<file path="src/rtl/arith_unit_seq.sv">
// arith_unit_seq: add/sub in one cycle, shift-add multiply and
// restoring divide over WIDTH cycles, start/busy/valid handshake.
// Ports: clk, RST (async, active-low), A, B, ALU_FUN[1:0] opcode
// (00 ADD, 01 SUB, 10 MUL, 11 DIV), Arith_EN start; Arith_OUT,
// ALU_Carry, Div_Zero, Busy, Arith_Valid.
// Macro ARITH_DIV_EN builds the divider; without it DIV returns 0
// with Div_Zero=1 in one cycle.
module arith_unit_seq #(
  parameter int WIDTH = 16
) (
  input  logic               clk,
  input  logic               RST,
  input  logic [WIDTH-1:0]   A,
  input  logic [WIDTH-1:0]   B,
  input  logic [3:0]         ALU_FUN,
  input  logic               Arith_EN,
  output logic [2*WIDTH-1:0] Arith_OUT,
  output logic               ALU_Carry,
  output logic               Div_Zero,
  output logic               Busy,
  output logic               Arith_Valid
);

  localparam int CW = $clog2(WIDTH);

  typedef enum logic {IDLE, RUN} state_t;

  state_t             r_state;
  state_t             w_next;
  logic [CW-1:0]      r_cnt;
  logic [WIDTH-1:0]   r_a;
  logic [WIDTH-1:0]   r_hi;
  logic [WIDTH-1:0]   r_lo;
  logic [2*WIDTH-1:0] r_out;
  logic               r_carry;
  logic               r_dz;
  logic               r_valid;

  logic [1:0]         w_op;
  logic               w_acc;
  logic               w_iter;
  logic               w_last;
  logic [WIDTH:0]     w_add;
  logic [WIDTH:0]     w_sub;
  logic [WIDTH:0]     w_msum;
  logic [WIDTH-1:0]   w_nhi;
  logic [WIDTH-1:0]   w_nlo;
  logic               w_unused;

  assign w_op     = ALU_FUN[1:0];
  assign w_unused = ^ALU_FUN[3:2];
  assign w_acc    = Arith_EN && (r_state == IDLE);
  assign w_last   = (r_state == RUN) && (r_cnt == CW'(WIDTH-1));
  assign w_add    = {1'b0, A} + {1'b0, B};
  assign w_sub    = {1'b0, A} - {1'b0, B};

  // Multiply: {r_hi, r_lo} holds partial product and the
  // remaining multiplier bits, shifted right each step.
  assign w_msum = {1'b0, r_hi}
                + {1'b0, (r_lo[0] ? r_a : '0)};

`ifdef ARITH_DIV_EN
  logic [WIDTH-1:0] r_b;
  logic             r_div;
  logic [WIDTH:0]   w_sh;
  logic [WIDTH:0]   w_dd;
  logic             w_ge;

  assign w_iter = (w_op == 2'b10)
               || ((w_op == 2'b11) && (|B));

  // Divide: r_hi is the partial remainder, r_lo shifts dividend
  // bits out at the top and quotient bits in at the bottom.
  assign w_sh = {r_hi, r_lo[WIDTH-1]};
  assign w_ge = (w_sh >= {1'b0, r_b});
  assign w_dd = w_sh - {1'b0, r_b};

  always_comb begin
    w_nhi = w_msum[WIDTH:1];
    w_nlo = {w_msum[0], r_lo[WIDTH-1:1]};
    if (r_div) begin
      w_nhi = w_ge ? w_dd[WIDTH-1:0] : w_sh[WIDTH-1:0];
      w_nlo = {r_lo[WIDTH-2:0], w_ge};
    end
  end
`else
  assign w_iter = (w_op == 2'b10);

  always_comb begin
    w_nhi = w_msum[WIDTH:1];
    w_nlo = {w_msum[0], r_lo[WIDTH-1:1]};
  end
`endif

  always_ff @(posedge clk or negedge RST) begin
    if (!RST) r_state <= IDLE;
    else      r_state <= w_next;
  end

  always_comb begin
    w_next = r_state;
    unique case (r_state)
      IDLE:    if (w_acc && w_iter) w_next = RUN;
      RUN:     if (w_last) w_next = IDLE;
      default: w_next = IDLE;
    endcase
  end

  always_ff @(posedge clk or negedge RST) begin
    if (!RST) begin
      r_cnt   <= '0;
      r_a     <= '0;
      r_hi    <= '0;
      r_lo    <= '0;
      r_out   <= '0;
      r_carry <= 1'b0;
      r_dz    <= 1'b0;
      r_valid <= 1'b0;
`ifdef ARITH_DIV_EN
      r_b     <= '0;
      r_div   <= 1'b0;
`endif
    end else begin
      r_valid <= 1'b0;
      if (w_acc) begin
        r_cnt <= '0;
        r_a   <= A;
`ifdef ARITH_DIV_EN
        r_b   <= B;
        r_div <= w_op[0];
`endif
        unique case (w_op)
          2'b00: begin
            r_out   <= {{(WIDTH-1){1'b0}}, w_add};
            r_carry <= w_add[WIDTH];
            r_dz    <= 1'b0;
            r_valid <= 1'b1;
          end
          2'b01: begin
            r_out   <= {{WIDTH{1'b0}}, w_sub[WIDTH-1:0]};
            r_carry <= w_sub[WIDTH];
            r_dz    <= 1'b0;
            r_valid <= 1'b1;
          end
          2'b10: begin
            r_hi <= '0;
            r_lo <= B;
          end
          2'b11: begin
`ifdef ARITH_DIV_EN
            if (B == '0) begin
              r_out   <= {A, {WIDTH{1'b1}}};
              r_carry <= 1'b0;
              r_dz    <= 1'b1;
              r_valid <= 1'b1;
            end else begin
              r_hi <= '0;
              r_lo <= A;
            end
`else
            r_out   <= '0;
            r_carry <= 1'b0;
            r_dz    <= 1'b1;
            r_valid <= 1'b1;
`endif
          end
          default: ;
        endcase
      end else if (r_state == RUN) begin
        r_cnt <= r_cnt + CW'(1);
        r_hi  <= w_nhi;
        r_lo  <= w_nlo;
        if (w_last) begin
          r_out   <= {w_nhi, w_nlo};
          r_carry <= 1'b0;
          r_dz    <= 1'b0;
          r_valid <= 1'b1;
        end
      end
    end
  end

  assign Arith_OUT   = r_out;
  assign ALU_Carry   = r_carry;
  assign Div_Zero    = r_dz;
  assign Arith_Valid = r_valid;
  assign Busy        = (r_state == RUN);

endmodule
</file>
<file path="config.mk">
export PLATFORM = sky130hd
export DESIGN_NAME = arith_unit_seq
export DESIGN_NICKNAME = d
export VERILOG_FILES = /design/src/rtl/arith_unit_seq.sv
export SDC_FILE = /design/constraint.sdc
export NUM_CORES = 1
export LEC_CHECK = 0
export CORE_ASPECT_RATIO = 1.4
export CORE_MARGIN = 1.5
export CORE_UTILIZATION = 30
export DETAILED_ROUTE_END_ITERATION = 10
export PLACE_DENSITY_LB_ADDON = 0.1
export SLEW_MARGIN = 20
export SYNTH_ARGS = -nofsm -noshare
export SYNTH_HDL_FRONTEND = slang
export SYNTH_SLANG_ARGS = --single-unit
</file>
<file path="constraint.sdc">
create_clock -name clk -period 2.4 [get_ports clk]
set_clock_uncertainty 0.05 [all_clocks]
set_input_delay 0.48 -clock clk [delete_from_list [all_inputs] [get_ports clk]]
set_output_delay 0.48 -clock clk [all_outputs]
set_load 0.005 [all_outputs]
</file>
Fig. 1: clock wiring as the flow saved it
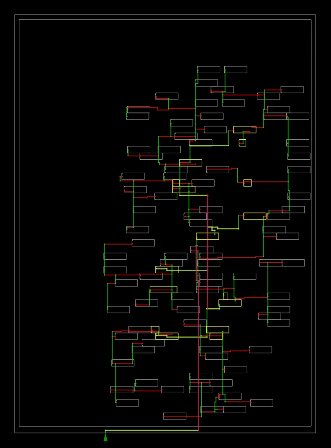
total CTS buffers: 9
Skew-Pair Late Insertion Delay: 340 ps
clk sinks: 88
clk_buf instances: 10
flop count: 88

Fig. 2: pin map
The bar under the picture is 20 µm long. Pins as bars across the die edge, other pins in grey.
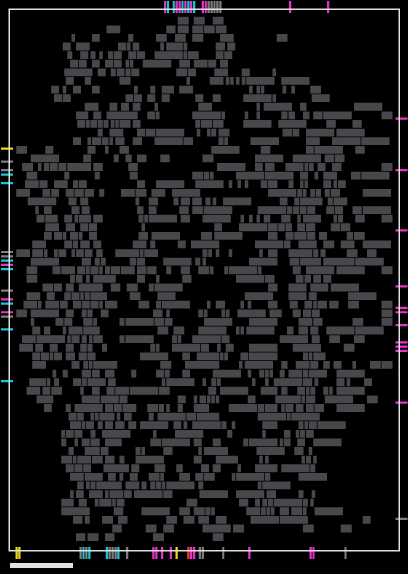
`Arith_OUT`: drawn in magenta, pins 32, direction output, edge 11 east, 9 south, 9 north, 3 west. `ALU_Carry`: drawn in red, pins 1, direction output, edge south. `B`: drawn in cyan, pins 16, direction input, edge 7 west, 5 north, 4 south. `ALU_FUN`: drawn in yellow, pins 4, direction input, edge 3 south, 1 west.

==> results.tsv <==
stage	metric	value	unit
run_status	status	complete, but fails checks	
run_status	failed_checks	setup timing	
layout	dominant_cells	combinational gates	
pwr	p_int	5.33	mW
layout	n_all_buffers	230	
grt	grt_use_met1	0.225	
layout	layout.nonclk_buf_frac	0.218	
synth	synthTopLogicFamily	AND-OR/OR-AND gates	
layout	nNonClkInverters	42	
timing	layout_setup_ws	-5.90	ps
placement	post-place-ws	-736	ps
layout	final_cell_mix	buf_4, nand2_1, dfrtp_1, clkdlybuf4s50_1, o21ai_0	
timing	fmax	0.416	GHz
floorplanning	core	19800	µm²
clocking	htreeDepth	3	
worst_setup_path	path_class	flip-flop to flip-flop	
routing	wire_per_inst	17.9	µm
layout	final_cells	1135	
synth	floorplan.nets	762	
worst_setup_path	cp-startpoint	r_lo[0]	
routing	drt-total-wl	20.3	mm
floorplanning	die_w	123	µm
pwr	comb-power	4.68	mW
routing	wl_met2	10.9	mm
synth	synth.most_common_cell	nand2_1	
synth	edf_count	0	
layout	syn2layout_area_growth	51.6	%
layout	antennaDiodeCount	0	
pwr	clkPwrFrac	0.166	
layout	seq_area	2200	µm²
layout	nNetsFinal	970	
timing	setup_violations	1	
synth	ys_sh_simple	0.148	
pwr	worst_ir_drop_vdd	0.461	mV
pwr	powerClk	1.45	mW
synth	xor_area_frac	0.0407	
routing	wl_met3	619	µm
synth	syn_area	6020	µm²
timing	fin_hold_ws	34.7	ps
synth	synth.top_cell.area_share	0.366	
worst_setup_path	crit_buf_inv	2	
routing	vias	5754	
routing	dr.max_layer_used	met4	
Power and IR drop assume default switching activity.
